--- config.mk ---
export PLATFORM = sky130hd
export DESIGN_NAME = hram_cmd_seq
export DESIGN_NICKNAME = d
export VERILOG_FILES = /design/src/rtl/hram_cmd_seq.sv
export SDC_FILE = /design/constraint.sdc
export NUM_CORES = 1
export LEC_CHECK = 0
export ABC_AREA = 1
export CAP_MARGIN = 10
export CORE_MARGIN = 8
export CORE_UTILIZATION = 45
export CTS_BUF_LIST = sky130_fd_sc_hd__clkbuf_2 sky130_fd_sc_hd__clkbuf_4 sky130_fd_sc_hd__clkbuf_8
export CTS_CLUSTER_DIAMETER = 30
export DETAILED_ROUTE_END_ITERATION = 8
export PLACE_DENSITY_LB_ADDON = 0.08
export SLEW_MARGIN = 20
export SYNTH_ARGS = -nofsm -noshare
export SYNTH_HDL_FRONTEND = slang
export SYNTH_SLANG_ARGS = --single-unit
--- constraint.sdc ---
create_clock -name clk -period 2.06 [get_ports clk]
set_input_delay 0.515 -clock clk [delete_from_list [all_inputs] [get_ports clk]]
set_output_delay 0.515 -clock clk [all_outputs]
set_load 0.05 [all_outputs]
--- src/rtl/hram_cmd_seq.sv ---
// ============================================================================
// Module      : hram_cmd_seq
// Description : HyperRAM command sequencer. Holds off for power-up, accepts
//               one request at a time, builds the CA word, starts the matching
//               engine and waits for its completion.
//               Optional WAIT watchdog compiled in with `define HRAM_TIMEOUT_EN.
// Revision    : 1.0 - initial release
// ============================================================================
`default_nettype none

module hram_cmd_seq #(
    parameter int PWRUP_CYCLES   = 15000,
    parameter int TIMEOUT_CYCLES = 255
) (
    input  logic        clk,
    input  logic        rst,
    input  logic        req_valid,
    output logic        req_ready,
    input  logic [1:0]  req_op,
    input  logic [31:0] req_addr,
    input  logic        req_linear,
    output logic [47:0] casig,
    output logic        start_rdreg,
    output logic        start_wrreg,
    output logic        start_rdmem,
    output logic        start_wrmem,
    input  logic        end_rdreg,
    input  logic        end_wrreg,
    input  logic        end_rdmem,
    input  logic        end_wrmem,
    output logic        busy,
    output logic        done,
    output logic        err_timeout
);

    localparam int PWR_W = $clog2(PWRUP_CYCLES + 1);

    localparam logic [1:0] c_OP_RDREG = 2'b00;
    localparam logic [1:0] c_OP_WRREG = 2'b01;
    localparam logic [1:0] c_OP_RDMEM = 2'b10;
    localparam logic [1:0] c_OP_WRMEM = 2'b11;

    typedef enum logic [2:0] {
        S_PWRUP  = 3'd0,
        S_IDLE   = 3'd1,
        S_LAUNCH = 3'd2,
        S_WAIT   = 3'd3,
        S_RESP   = 3'd4
    } state_t;

    if (PWRUP_CYCLES < 1 || TIMEOUT_CYCLES < 1) begin : g_bad_param
        $error("hram_cmd_seq: PWRUP_CYCLES and TIMEOUT_CYCLES must be >= 1");
    end

    state_t            r_state;
    state_t            w_state_nxt;
    logic [PWR_W-1:0]  r_pwr_cnt;
    logic [1:0]        r_op;
    logic [47:0]       r_casig;
    logic              w_accept;
    logic              w_end_sel;
    logic              w_pwr_last;

    assign w_pwr_last = (r_pwr_cnt == PWR_W'(PWRUP_CYCLES - 1));
    assign w_accept   = (r_state == S_IDLE) && req_valid;
    assign casig      = r_casig;

    // Only the completion line of the latched op can end the WAIT state.
    always_comb begin
        w_end_sel = 1'b0;
        case (r_op)
            c_OP_RDREG: w_end_sel = end_rdreg;
            c_OP_WRREG: w_end_sel = end_wrreg;
            c_OP_RDMEM: w_end_sel = end_rdmem;
            c_OP_WRMEM: w_end_sel = end_wrmem;
            default:    w_end_sel = 1'b0;
        endcase
    end

`ifdef HRAM_TIMEOUT_EN
    localparam int TMO_W = $clog2(TIMEOUT_CYCLES + 1);

    logic [TMO_W-1:0] r_tmo_cnt;
    logic             r_tmo;
    logic             w_tmo_hit;

    assign w_tmo_hit = (r_tmo_cnt == TMO_W'(TIMEOUT_CYCLES - 1));

    // A completion arriving on the same cycle as the limit takes priority.
    always_ff @(posedge clk) begin
        if (rst) begin
            r_tmo_cnt <= '0;
            r_tmo     <= 1'b0;
        end else if (r_state == S_LAUNCH) begin
            r_tmo_cnt <= '0;
            r_tmo     <= 1'b0;
        end else if (r_state == S_WAIT) begin
            r_tmo_cnt <= r_tmo_cnt + 1'b1;
            r_tmo     <= !w_end_sel && w_tmo_hit;
        end
    end

    assign err_timeout = (r_state == S_RESP) && r_tmo;
`else
    assign err_timeout = 1'b0;
`endif

    always_ff @(posedge clk) begin
        if (rst) begin
            r_state <= S_PWRUP;
        end else begin
            r_state <= w_state_nxt;
        end
    end

    always_comb begin
        w_state_nxt = r_state;
        req_ready   = 1'b0;
        busy        = 1'b1;
        done        = 1'b0;
        start_rdreg = 1'b0;
        start_wrreg = 1'b0;
        start_rdmem = 1'b0;
        start_wrmem = 1'b0;
        case (r_state)
            S_PWRUP: begin
                if (w_pwr_last) begin
                    w_state_nxt = S_IDLE;
                end
            end
            S_IDLE: begin
                req_ready = 1'b1;
                busy      = 1'b0;
                if (req_valid) begin
                    w_state_nxt = S_LAUNCH;
                end
            end
            S_LAUNCH: begin
                start_rdreg = (r_op == c_OP_RDREG);
                start_wrreg = (r_op == c_OP_WRREG);
                start_rdmem = (r_op == c_OP_RDMEM);
                start_wrmem = (r_op == c_OP_WRMEM);
                w_state_nxt = S_WAIT;
            end
            S_WAIT: begin
                if (w_end_sel) begin
                    w_state_nxt = S_RESP;
                end
`ifdef HRAM_TIMEOUT_EN
                else if (w_tmo_hit) begin
                    w_state_nxt = S_RESP;
                end
`endif
            end
            S_RESP: begin
                done        = 1'b1;
                w_state_nxt = S_IDLE;
            end
            default: begin
                w_state_nxt = S_PWRUP;
            end
        endcase
    end

    always_ff @(posedge clk) begin
        if (rst) begin
            r_pwr_cnt <= '0;
            r_op      <= 2'b00;
            r_casig   <= '0;
        end else begin
            if (r_state == S_PWRUP && !w_pwr_last) begin
                r_pwr_cnt <= r_pwr_cnt + 1'b1;
            end
            if (w_accept) begin
                r_op    <= req_op;
                r_casig <= {!req_op[0], !req_op[1], req_linear,
                            req_addr[31:3], 13'd0, req_addr[2:0]};
            end
        end
    end

endmodule

`default_nettype wire

==> notes.md <==
flow finished, numbers: status=finished clean, CP startpoint=casig[19], Top area cell types=dfxtp_1, nand2_1, a21oi_1, post-route cell area=about 3500 um^2, Clock Tree Root=clkbuf_8, Yosys warnings=0, Clock Skews=0.00687 ns, post-synthesis instance total=360, number of global-route vias before repair=2241, DR vias/cell=4.72, chip area=8330 um^2, Detailed Route Iter0 Violations=87, Design Power=about 0.0023 W, Yosys top cell area share=0.424, layout filler cell count=499, Latency at later pin=about 0.31 ns, mean post-synth cell area=7.08 um^2, CP Max Fanout=2, CP top delay family=buffers and inverters, worst r2r dst=r_pwr_cnt[13], Clock H-tree levels=2, critical path type=reg2out, critical path startpoint category=flop, Final Hold Vio Count=0, Post-DP Area=3390 um^2, crit path cell chain=clkdlybuf4s50_1, R2R Path Start=r_pwr_cnt[1], CP Capture Type=output pin, number of iterations in the first detailed-routing pass=4, Core Util at FP=0.463, largest net degree at the start of global routing=28, Reg2Reg Setup Slack=0.42 ns, peak per-stage delay on the critical path=0.82 ns, Global Route Usage Sum=0.153, crit path DAT=between 1 and 1.5 ns, RSZ-0062 raised after global routing=false, layout cells sized above 1=0.114, Slew @ Worst Pin=roughly 0.52 ns, Post-CTS Setup Inserts=0, remaining antenna violation count=0, top-count cell post-synth=nand2_1, Mapped Area=2550 um^2, routability congestion estimate=0.877, register area share after synthesis=0.424, pre-CTS WS=~0.31 ns, asr flop ratio synth=0, Layout Cells excl Fill=511, worst rel slew slack=0.651, warning total across the stage logs=28, Yosys Instances=360, final worst path period need=1.99 ns, leading area contributor after synthesis=dfxtp_1, nets=481, Worst-path clk slew=0.09 ns, CTS tree=built, clk buf depth=2, Die Width=91.3 um, Critical Path Slowest Stage Cell=clkdlybuf4s50_1, synth-to-layout area growth=38.6%, Register-to-Register Path Depth=8, final setup violation count=0, Pwr Density=approximately 660 nW/um^2, Post-synth top cells=nand2_1, dfxtp_1, a21oi_1, clock sink count=54, # IOs=98, CP endpoint=casig[19], number of synthesized flops with an enable pin=0, MaxCap Viol Count=0, instance count on the critical path=1, Max Clk Rate=503 MHz, die y size=roughly 91 um, Chip Area, Yosys=2550 um^2, initial antenna violation count=0, hold crit path type=reg2reg, Tcrit/Tclk final=0.965, DP Cell Count=between 500 and 600, total CTS buffers=5, # rows=27, Leak Pwr=between 1 and 1.5 nW, Final WS setup=between 0.07 and 0.08 ns, final max-slew violation count=0, Port Buf Inserts=just over 80, Top FF cell, synth=dfxtp_1, Antenna diodes=0, worst path bufs/invs=1
kinds of logic (layout without fill, tap and decap cells):
family | Yosys count | count (layout) | share of synthesized area
other | 1 | 14 | 0.00147
buffers and inverters | 56 | 122 | 0.125
XOR/XNOR | 7 | 7 | 0.0240
adder cells (fa/ha/maj) | 1 | 1 | 0.00491
flip-flops | 54 | 54 | 0.424
AND/OR/NAND/NOR | 189 | 189 | 0.308
AND-OR/OR-AND | 52 | 52 | 0.113
where the power goes:
group / switching [W] / internal (W)
Clock: 0.000341 / 0.000376
Combinational: 0.000313 / 0.000173
Sequential: 0.0000375 / 0.00108
sequential cells by signal, summed over array words and instances (netlist names):
signal	cells
r_op	2
r_state	3
casig	35
r_pwr_cnt	14
how the worst min path moves through the flow:
stage | end | slack, ns | cells after the start
floorplan | r_pwr_cnt[13] | 0.47 | 2
global placement | casig[26] | 0.45 | 2
detailed placement | casig[40] | 0.45 | 2
CTS | casig[40] | 0.47 | 2
global route | casig[40] | 0.48 | 2
finish | casig[44] | 0.47 | 2
per-layer routing:
metal,GRT usage,up-vias,wire length (um)
met5,0,-,0
met2,0.244,67,3000
met1,0.191,1077,3090
met3,0.0486,8,397
met4,0.0491,0,83
li1,-,1258,-
cells in the final DEF (no fill, tap or decap), types with 2 or more instances in the layout:
| cell type | instances |
|---|---|
| nor2_2 | 6 |
| buf_12 | 6 |
| xor2_1 | 4 |
| clkbuf_8 | 5 |
| nor3_4 | 2 |
| o21ai_0 | 4 |
| inv_1 | 21 |
| nand3_1 | 10 |
| dfxtp_1 | 54 |
| a21oi_2 | 7 |
| a21oi_1 | 40 |
| nor3_2 | 2 |
| conb_1 | 14 |
| nand2_2 | 4 |
| buf_4 | 8 |
| clkdlybuf4s50_1 | 73 |
| xnor2_1 | 3 |
| nand4_1 | 7 |
| nor2_1 | 25 |
| inv_2 | 3 |
| nand2_1 | 129 |
per-stage QoR:
step / hold WS, ns / utilization
detailed placement: 0.455 / 0.615
floorplan: 0.472 / -
CTS: 0.469 / 0.637
global route: 0.484 / 0.642
finish: 0.468 / 0.642
global placement: 0.451 / 0.615
repair_timing:
item                                    CTS  global route
resized                                   1             6
endpoints found under the setup margin    3             4
pin swaps                                 0             0
hold buffers                              0             0
area by class of cell:
type	count	area (um^2)	share of cell area
Multi-Input combinational cell	263	1230	0.349
Sequential cell	54	1080	0.306
Clock inverter	2	37.5	0.0106
Inverter	26	100	0.0283
Timing Repair Buffer	88	916	0.259
Tap cell	72	90.1	0.0255
Clock buffer	6	76.3	0.0216
Fig. 1: met2 routing
(3 px per um)
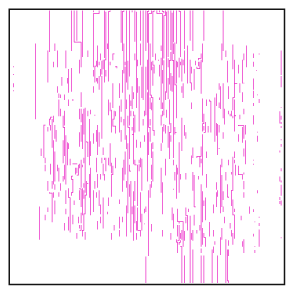
367 nets have wire on it. The layer carries 3000 um of wire. The longest straight run is 37.9 um. The layer holds 46% of the routed length. The wires run mostly vertical.
final wirelength: 6560 um
met2 usage: 0.244
total vias in the final route: 2410

Fig. 2: supply network
(4 px per um) Pins as bars on the die edge. Tap cells in gray.
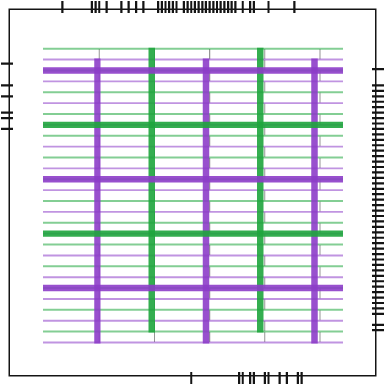
VSS: drawn in purple. VDD: drawn in green.
98 signal pins sit on the boundary. 5 straps on met5. 28 met1 rails follow the rows. The core has 27 rows. 5 straps on met4.
Core Area: 5510 um^2
Worst IR Drop VDD: 0.394 mV

Fig. 3: metal 3
(3 px per um) Cells faint in the background.
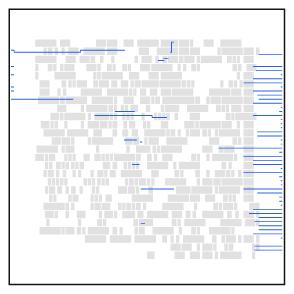
The wires run mostly horizontal. The longest straight run is 22.1 um.
met3 GRT Util: 0.0486

No activity file was given, so power comes from the tool's default toggle rates.
